Design alu_mc, sky130hd; sources not shown.
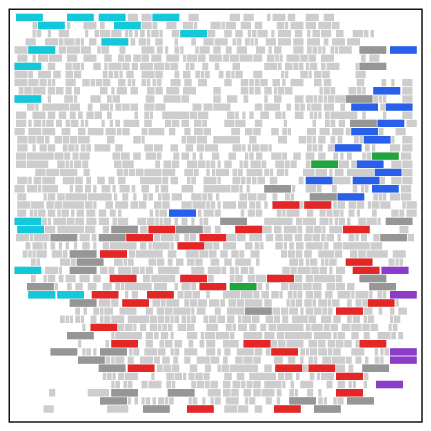
**Above:** register map, names as in the netlist.
Drawn at 3 px/um. Other sequential cells in the stronger grey, the rest of the logic in the fainter grey.
| name in the netlist | colour | placed flops |
|---|---|---|
| out | blue | 15 |
| Z | green | 3 |
| r_mplier | cyan | 16 |
| r_acc | red | 32 |
| r_cnt | purple | 5 |
Storage cell area: 2628 sq um
fraction of area in registers: 21.40%
seq pwr: 2140 uW
post-layout util: 68.57%

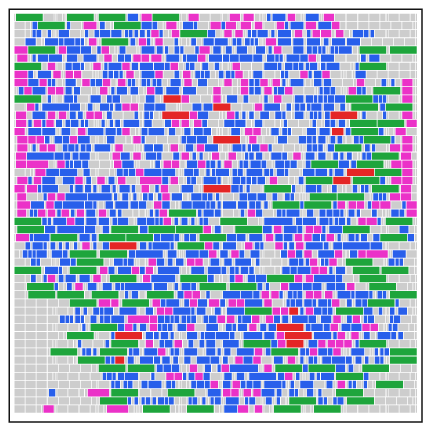
**Above:** placement by cell class.
Drawn at 3 px/um. Fill, decap, tap and diode cells in grey.
| class | colour | cells | share of their area |
|---|---|---|---|
| all other logic | blue | 949 | 55% |
| other buffers and delay cells | magenta | 298 | 21% |
| flops | green | 105 | 22% |
| clock drivers and dummy loads | red | 16 | 2.7% |
FP Rows: 49
Final Cell Area: 12280 sq um
Core Area: 17900 sq um

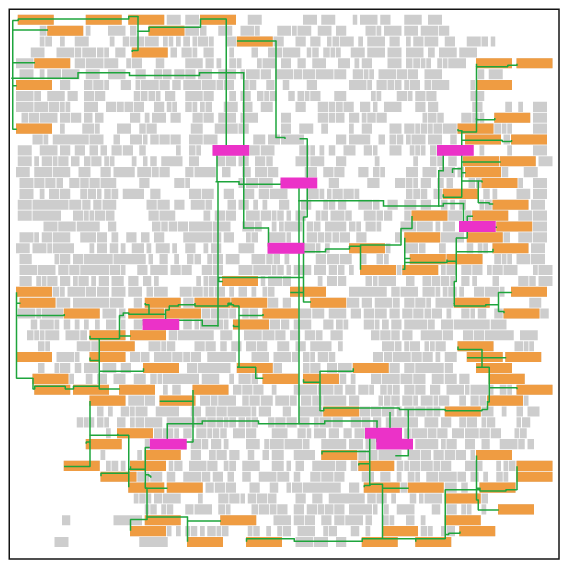
**Above:** routed clock nets over the placement.
Drawn at 4 px/um.
[flip-flops] orange | count: 105
[clock wires] green | length: 1520 um
[cells driving clock nets] magenta | count: 9
flops lie: widely spread
routed clock nets: 10
power share of the clock group: 14.7%
Power Clock: 1130 uW
worst skew pair latency: 380 ps

==> out/metrics.csv <==
metric,value,unit
status,finished with violations,
violated checks,setup timing,
GPL Wtd Cong,0.9361,
register bit count reported by yosys,105,
floorplan utilization,50.97,%
flip-flops with a built-in enable,0,
clk slew on worst S/H paths,90,ps
RSZ-0062 raised after global routing,true,
crit start category,flop,
Fin Hold WS,384.1,ps
Num CTS Buffers,9,
Syn. warnings,0,
wire per inst,18.42,um
Clock Path Buffers,2,
WS Path Type,reg -> reg,
io pins,61,
maximum VDD drop,0.6060,mV
top_reg_cell synth,dfrtp_1,
Leakage Power,0.005789,uW
initial antenna violation count,0,
Antenna Cells,0,
async set or reset register ratio after synthesis,100.0,%
CP bufs+invs,2,
PwrDens,622.9,nW/um^2
Max-slew headroom,22.47,%
vias per inst,5.863,
max-slew violations,0,
Worst Path Required,3540,ps
CTS tree,built,
Slew @ Worst Pin,1159,ps
CP max stage cell,dfrtp_1,
Yosys chip area,9125,sq um
Final setup viols,1,
ANT nets after route,0,
Sink Count,105,
dpl ws,-525.8,ps
syn_nets,1248,
worst-case reg-to-reg path depth,14,
CP peak stage delay,410,ps
Via Count,9363,
gr ovfl total,0,
first-pass GRT wire length,45.93,mm
tool warning count,63,
WHS Path Cells,2,
WL final,29.42,mm
number of max-cap violations,0,
Post-Syn Area,9125,sq um
most frequent cells in the layout,"232 x buf_4, 181 x nand2_1, 105 x dfrtp_1",
worst hold path class,reg -> reg,
PnR worst setup slack,-198.9,ps
largest net degree at the start of global routing,85,
final worst path period need,3599,ps
CTS Root Cell,clkbuf_16,
chip area,18790,sq um
Die Width,137.1,um
Port Buf Inserts,60,
r2r setup slk,-200,ps
number of nets in the layout,1488,
Fmax,277.9,MHz
H-tree Lvls,3,
Critical Path Sink Type,flop,
most used logic cell in the final layout,buf_4,
Fillers,1479,
Post-Syn Instances,1123,
Die H,137.1,um
GR Util All Layers,31.73,%
vias in the first global route,8677,
CP max FO,12,
area delta synth->final,34.53,%
layout cell share with drive strength beyond 1,24.12,%
cell count listed in synth_stat.txt,1123,
crit share post-route,105.8,%
CP arrival,3740,ps
final hold violations,0,
WP depth,14,
CP top delay family,AND-OR/OR-AND gates,
Initial DRC Count,864,
"Cell Chain, Critical Path",buf_6 -> and2_1 -> ha_1 -> a211oi_4 -> o211ai_2 -> a221oi_4 -> buf_4 -> o211ai_1 -> a21oi_2 -> xor2_1 -> and4b_1 -> and4_1 -> nor4bb_4 -> a41oi_2,
first drt pass iteration count,5,
drc violations,0,
Distinct lib cells used,80,
dpl hpwl,22.40,mm
sequential element share of the synthesized area,28.79,%
Mean Syn Cell Area,8.126,sq um
[tightest hold or removal path, stage by stage, from the launching register on]
cell and delay (ps):
dfrtp_1 350, nand2_1 40, o21ai_0 60
[cell usage after synthesis (all sizes together) (13+ instances only)]
| library cell | instances | share of area (%) |
|---|---|---|
| o211ai | 13 | 1.1 |
| inv | 56 | 2.3 |
| nor2 | 42 | 1.7 |
| clkbuf | 52 | 2.1 |
| nor3 | 18 | 0.99 |
| xor2 | 14 | 1.3 |
| a21oi | 63 | 3.5 |
| nand2b | 14 | 0.96 |
| a21o | 20 | 1.6 |
| nand2 | 182 | 7.5 |
| buf | 17 | 0.96 |
| nand3 | 15 | 0.82 |
| o22ai | 31 | 2.1 |
| and2 | 35 | 2.4 |
| mux2i | 46 | 5.0 |
| xnor2 | 19 | 1.8 |
| dfrtp | 105 | 29 |
| o21ai | 127 | 7.0 |
| ha | 83 | 11 |
[per-layer routing]
metal	track usage (%)	routed length, um	vias up
met1	46.50	14050	4481
met3	6.630	1910	34
met2	47.45	13000	331
met4	7.021	462	0
met5	0	0	-
li1	-	-	4517
[stage by stage]
step	TNS [ps]	instances	cell area, sq um	total power, uW
finish	-198.9	1597	12280	7646
global route	-468.6	1597	12280	8137
CTS	-347.0	1591	11970	7410
detailed placement	-3885	1569	11520	6168
global placement	-2749	1569	11520	6059
floorplan	-12.00	1123	9131	4416
[where the power goes]
| group | total, uW | switching (uW) | internal (uW) |
|---|---|---|---|
| combinational | 4380 | 2340 | 2030 |
| clock | 1130 | 590 | 536 |
| sequential | 2140 | 385 | 1760 |
| total | 7650 | 3320 | 4330 |
[final cells by class]
class                           instances  area share, %
Multi-Input combinational cell        893          51.76
Sequential cell                       105          21.40
Timing Repair Buffer                  298          20.17
Tap cell                              229          2.334
Clock buffer                            9          1.835
Inverter                               56          1.733
Clock inverter                          7         0.7644
[logic make-up after synthesis]
group / after synthesis / share of synthesized area (%)
compound gates: 362 / 26.04
xor+xnor: 33 / 3.167
fa+ha+maj: 86 / 12.04
buf+inv: 125 / 5.402
flops: 105 / 28.79
mux: 52 / 5.910
simple gates: 360 / 18.65
[what timing repair did]
item                       CTS  global route
buffers inserted             7             7
setup endpoints to repair    3            16
pin swaps                   20            38
gates resized               19            49
No activity file was given, so power comes from the tool's default toggle rates.
